==> src/rtl/core_pkg.sv <==
// Shared definitions for the 16-bit core pipeline.
// Opcodes, ALU control encodings and the decoded-control bundle.
package core_pkg;

    localparam logic [3:0] OP_HOLD = 4'b0000;
    localparam logic [3:0] OP_HALT = 4'b0001;
    localparam logic [3:0] OP_JMP  = 4'b0010;
    localparam logic [3:0] OP_BR   = 4'b0100;
    localparam logic [3:0] OP_ST   = 4'b0111;
    localparam logic [3:0] OP_LD   = 4'b1000;
    localparam logic [3:0] OP_ALUR = 4'b1010;
    localparam logic [3:0] OP_ALUF = 4'b1011;
    localparam logic [3:0] OP_IMM0 = 4'b1100;
    localparam logic [3:0] OP_IMM1 = 4'b1101;
    localparam logic [3:0] OP_IMM2 = 4'b1110;
    localparam logic [3:0] OP_IMM3 = 4'b1111;

    localparam logic [3:0] ALU_IMM0 = 4'b0000;
    localparam logic [3:0] ALU_IMM1 = 4'b0001;
    localparam logic [3:0] ALU_IMM2 = 4'b0010;
    localparam logic [3:0] ALU_IMM3 = 4'b0011;
    localparam logic [3:0] ALU_FNUL = 4'b1000;
    localparam logic [3:0] ALU_NONE = 4'b0000;

    typedef struct packed {
        logic       write_en;
        logic       mem_write;
        logic       mem_read;
        logic       jmp_br;
        logic       rdrq_or_imm;
        logic       rs_or_imm;
        logic [2:0] write_reg;
        logic [2:0] rs;
        logic [2:0] rdrq;
        logic [3:0] alu_ctrl;
    } ctrl_t;

endpackage

==> src/rtl/decode_ctrl.sv <==
// Combinational instruction decoder.
// Produces the control bundle and operand-use flags.
module decode_ctrl
    import core_pkg::*;
#(
    parameter int INST_W = 16
) (
    input  logic [INST_W-1:0] inst,
    output ctrl_t             ctrl,
    output logic              rs_used,
    output logic              rq_used
);

    logic [3:0] op;
    logic [2:0] func;

    assign op   = inst[INST_W-1 -: 4];
    assign func = inst[2:0];

    // Field extraction, control bits and ALU control selection
    always_comb begin
        ctrl             = '0;
        ctrl.write_en    = inst[INST_W-1];
        ctrl.mem_write   = (op == OP_ST);
        ctrl.mem_read    = (op == OP_LD);
        ctrl.jmp_br      = (op == OP_JMP) || (op == OP_BR);
        ctrl.rdrq_or_imm = (op == OP_ST) || (op == OP_LD);
        ctrl.rs_or_imm   = inst[INST_W-3];
        ctrl.write_reg   = inst[11:9];
        ctrl.rs          = inst[8:6];
        ctrl.rdrq        = inst[INST_W-2] ? inst[11:9] : inst[5:3];
        rs_used = !((op == OP_HOLD) || (op == OP_HALT) || (op == OP_JMP));
        rq_used = (op == OP_BR) || (op == OP_ST) ||
                  (op == OP_ALUR) || (op == OP_ALUF);
        unique case (1'b1)
            (op == OP_IMM0): ctrl.alu_ctrl = ALU_IMM0;
            (op == OP_IMM1): ctrl.alu_ctrl = ALU_IMM1;
            (op == OP_IMM2): ctrl.alu_ctrl = ALU_IMM2;
            (op == OP_IMM3): ctrl.alu_ctrl = ALU_IMM3;
            (op == OP_ALUF): ctrl.alu_ctrl = (func != 3'b000) ?
                                             {1'b0, func} : ALU_FNUL;
            (op == OP_ALUR): ctrl.alu_ctrl = {1'b1, func};
            default:         ctrl.alu_ctrl = ALU_NONE;
        endcase
    end

endmodule

==> src/rtl/decode_stage_pipe.sv <==
// Registered decode stage with load-use interlock,
// branch flush, sticky halt and a saturating bubble counter.
module decode_stage_pipe
    import core_pkg::*;
#(
    parameter int PC_W      = 13,
    parameter int INST_W    = 16,
    parameter bit HAZARD_EN = 1'b1,
    parameter int CNT_W     = 16
) (
    input  logic              clk,
    input  logic              rst_n,
    input  logic              in_valid,
    output logic              in_ready,
    input  logic [PC_W-1:0]   in_pc,
    input  logic [PC_W-1:0]   in_pc_plus1,
    input  logic [INST_W-1:0] in_inst,
    input  logic              flush,
    output logic              out_valid,
    input  logic              out_ready,
    output logic [PC_W-1:0]   out_pc,
    output logic [INST_W-1:0] out_inst,
    output logic [2:0]        out_rdrq,
    output logic [2:0]        out_rs,
    output logic [2:0]        out_write_reg,
    output logic              out_write_en,
    output logic              out_mem_write,
    output logic              out_mem_read,
    output logic              out_jmp_br,
    output logic              out_rdrq_or_imm,
    output logic              out_rs_or_imm,
    output logic [3:0]        out_alu_ctrl,
    output logic              halted,
    output logic [CNT_W-1:0]  bubble_cnt
);

    ctrl_t      dec;
    ctrl_t      q;
    logic       rs_used;
    logic       rq_used;
    logic [3:0] op;
    logic       hazard;
    logic       accept;

    decode_ctrl #(.INST_W(INST_W)) u_dec (
        .inst    (in_inst),
        .ctrl    (dec),
        .rs_used (rs_used),
        .rq_used (rq_used)
    );

    assign op = in_inst[INST_W-1 -: 4];

    // Load-use interlock; a flush overrides it
    always_comb begin
        hazard = HAZARD_EN && !flush && out_valid && q.mem_read &&
                 in_valid &&
                 ((rs_used && (dec.rs == q.write_reg)) ||
                  (rq_used && (dec.rdrq == q.write_reg)));
    end

    assign in_ready = flush ||
                      (!halted && !hazard && (!out_valid || out_ready));
    assign accept   = in_valid && in_ready && !flush;

    // ID/EX register, halt flag and bubble counter
    always_ff @(posedge clk or negedge rst_n) begin
        if (!rst_n) begin
            out_valid  <= 1'b0;
            q          <= '0;
            out_pc     <= '0;
            out_inst   <= '0;
            halted     <= 1'b0;
            bubble_cnt <= '0;
        end else if (flush) begin
            out_valid <= 1'b0;
        end else begin
            if (accept) begin
                out_valid <= 1'b1;
                q         <= dec;
                out_inst  <= in_inst;
                out_pc    <= (op == OP_HOLD) ? in_pc : in_pc_plus1;
                if (op == OP_HALT) halted <= 1'b1;
            end else if (out_ready) begin
                out_valid <= 1'b0;
            end
            if (hazard && out_ready && (bubble_cnt != '1))
                bubble_cnt <= bubble_cnt + CNT_W'(1);
        end
    end

    assign out_write_en    = q.write_en;
    assign out_mem_write   = q.mem_write;
    assign out_mem_read    = q.mem_read;
    assign out_jmp_br      = q.jmp_br;
    assign out_rdrq_or_imm = q.rdrq_or_imm;
    assign out_rs_or_imm   = q.rs_or_imm;
    assign out_write_reg   = q.write_reg;
    assign out_rs          = q.rs;
    assign out_rdrq        = q.rdrq;
    assign out_alu_ctrl    = q.alu_ctrl;

endmodule

==> config.mk <==
export PLATFORM = sky130hd
export DESIGN_NAME = decode_stage_pipe
export DESIGN_NICKNAME = d
export VERILOG_FILES = /design/src/rtl/core_pkg.sv /design/src/rtl/decode_ctrl.sv /design/src/rtl/decode_stage_pipe.sv
export SDC_FILE = /design/constraint.sdc
export NUM_CORES = 1
export LEC_CHECK = 0
export CORE_MARGIN = 5
export CORE_UTILIZATION = 44
export CTS_CLUSTER_DIAMETER = 60
export DETAILED_ROUTE_END_ITERATION = 6
export PLACE_DENSITY = 0.8
export SLEW_MARGIN = 5
export SYNTH_ARGS = -nofsm -noshare
export SYNTH_HDL_FRONTEND = slang
export SYNTH_SLANG_ARGS = --single-unit
==> constraint.sdc <==
create_clock -name clk -period 3.35 [get_ports clk]
set_input_delay 0.67 -clock clk [delete_from_list [all_inputs] [get_ports clk]]
set_output_delay 0.67 -clock clk [all_outputs]
set_load 0.01 [all_outputs]
pins.png
Pins as bars across the die edge, other pins in gray.
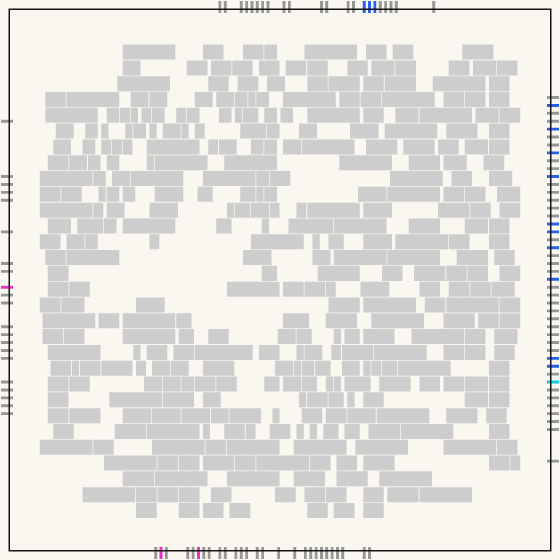
legend:
  blue:
    port: `out_pc`
    pins: 13
    direction: output
    edge: 10 right, 3 top
  magenta:
    port: `out_rs`
    pins: 3
    direction: output
    edge: 2 bottom, 1 left
  cyan:
    port: `out_jmp_br`
    pins: 1
    direction: output
    edge: right

==> changes_impl.md <==
### Changed

* Post-synth top area cell: dfrtp_1
* Worst slew pin tran at 948 ps
* Startpoint Class: input pin
* FF/Latch Area at 1450 µm²
* # setup viols final at 0
* Cell total in the yosys stat output at 238
* Gate Count Post-Synth at 238
* LEAKAGE at 1.91 nW
* CTS tree: built
* Layout Nets at 405
* Dominant cell area share at 48.0%
* Overflow after GRT at 0
* IO Pins at 114
* Clock skew at 5.27 ps
* Worst r2r src: out_inst[9]
* Largest net degree at the start of global routing at 44
* Ant. Diodes at 0
* Clock Path Buffers at 2
* Routed wire per std cell at 16.6 µm
* Simple-gate share of the synthesized area at 10.7%
* Tool warnings at 26
* Die Y at 92.9 µm
* Final HPWL DP at 5480 µm
* Synth warn at 0
* Final period util at 90.2%
* Crit path max fanout at 3
* Mux area share at 24.3%
* XOR/XNOR Area Share at 6.66%
* MI comb area at 1410 µm²
* Status: finished clean
* Post-route cell area at 4430 µm²
* Mapped Area at 3030 µm²
* Met1 Track Usage GR at 23.1%
* Synth Net Count at 286
* Asr flop ratio synth at 100%
* Peak Freq at 331 MHz
* Seq/Total Area, Yosys at 48.0%
* Pint at 1.66 mW
* Clk sinks at 58
* Synthesis area per yosys at 3030 µm²
* Largest logic family: multiplexers
* Setup Crit Path Kind: in2out
* Number of global-route vias before repair at 2431
clock_map.png
Scale bar: 20 µm.
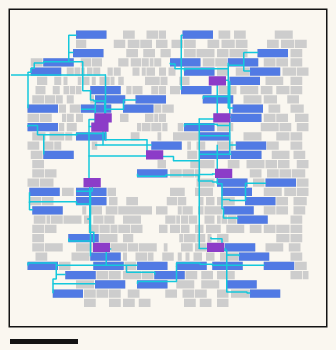
legend:
  cyan:
    item: clock wires
    length: 772 µm
  blue:
    item: flip-flops
    count: 58
  purple:
    item: cells driving clock nets
    count: 9
routed clock nets: 10

[repair_timing]
item | 4_1_cts | 5_1_grt
gates cloned | 0 | 0
gates resized | 2 | 4
endpoints found under the setup margin | 1 | 1
pin swaps | 0 | 2
[metal layers]
| layer | share of wire, % | vias up |
|---|---|---|
| met4 | 1.4 | 0 |
| met3 | 7.3 | 12 |
| met1 | 44 | 1101 |
| met5 | 0 | - |
| li1 | - | 1080 |
| met2 | 48 | 86 |
[worst max-delay path, cell delays in order]
cell and delay [ps]:
clkdlybuf4s50_1 480, xnor2_1 230, a31oi_2 140, o41ai_4 390, nand2_1 90, a21o_1 180, dlymetal6s2s_1 170
[registers in the layout, summed over array words and instances, names as in the netlist]
register	flops
out_inst	16
out_alu_ctrl	4
out_jmp_br	1
out_valid	1
out_pc	13
out_rdrq	3
bubble_cnt	16
out_mem_read	1
out_rdrq_or_imm	1
halted	1
out_mem_write	1
[cells in the final DEF, fill, tap and decap left out, types with 2 or more instances in the layout]
cell type        Yosys  final
mux2i_1             10      9
clkbuf_1             5      2
nand4_1             15     15
mux2_4              31     31
and4_1               3      3
clkinv_2             0      2
dfrtp_1             58     58
nor3_1               4      4
nor2_1               9      9
a21o_1               2      2
and3_1               7      7
clkdlybuf4s50_1      0    110
xnor2_1             23     23
mux2_2              15     15
clkbuf_8             0     12
nand3_1              9      9
nand2_1              7      7
inv_1                9      9
buf_4                8     14
[through the flow]
step | hold slack (ps) | setup TNS [ps] | utilization, %
6_report | 493 | 0 | 65.5
5_1_grt | 520 | 0 | 65.5
4_1_cts | 504 | 0 | 65.5
3_5_place_dp | 492 | -260 | 62.7
3_3_place_gp | 491 | -157 | 62.7
2_1_floorplan | 374 | 0 | -
[power groups by stage]
stage | Sequential (mW) | Clock [mW] | Combinational [mW]
floorplan | 0.979 | 0 | 0.341
CTS | 0.921 | 0.609 | 0.816
finish | 0.919 | 0.589 | 0.803
global placement | 0.921 | 0 | 0.797
detailed placement | 0.931 | 0 | 0.807
global route | 0.938 | 0.637 | 0.852
[cell type report]
type | instances | share of cell area (%)
Sequential cell | 58 | 32.8
Multi-Input combinational cell | 151 | 31.9
Timing Repair Buffer | 128 | 28.2
Clock buffer | 14 | 3.90
Tap cell | 80 | 2.26
Inverter | 9 | 0.763
Clock inverter | 2 | 0.226
[cells by family (layout without fill, tap and decap cells)]
group           after synthesis  count (layout)
compound gates               12              12
xor+xnor                     23              23
mux                          56              56
fa+ha+maj                     1               1
simple gates                 59              59
flops                        58              58
buf+inv                      29             153
[worst paths after layout]
path,slack [ps],end,cells after the start
max,330,in_ready,7
min,490,out_pc[0],1
max reg2reg,1250,out_pc[11],6
min reg2reg,500,bubble_cnt[14],1
max in group asynchronous,2070,out_alu_ctrl[0],2
min in group clk,500,bubble_cnt[14],1
Power is estimated from default activity; no workload was simulated.
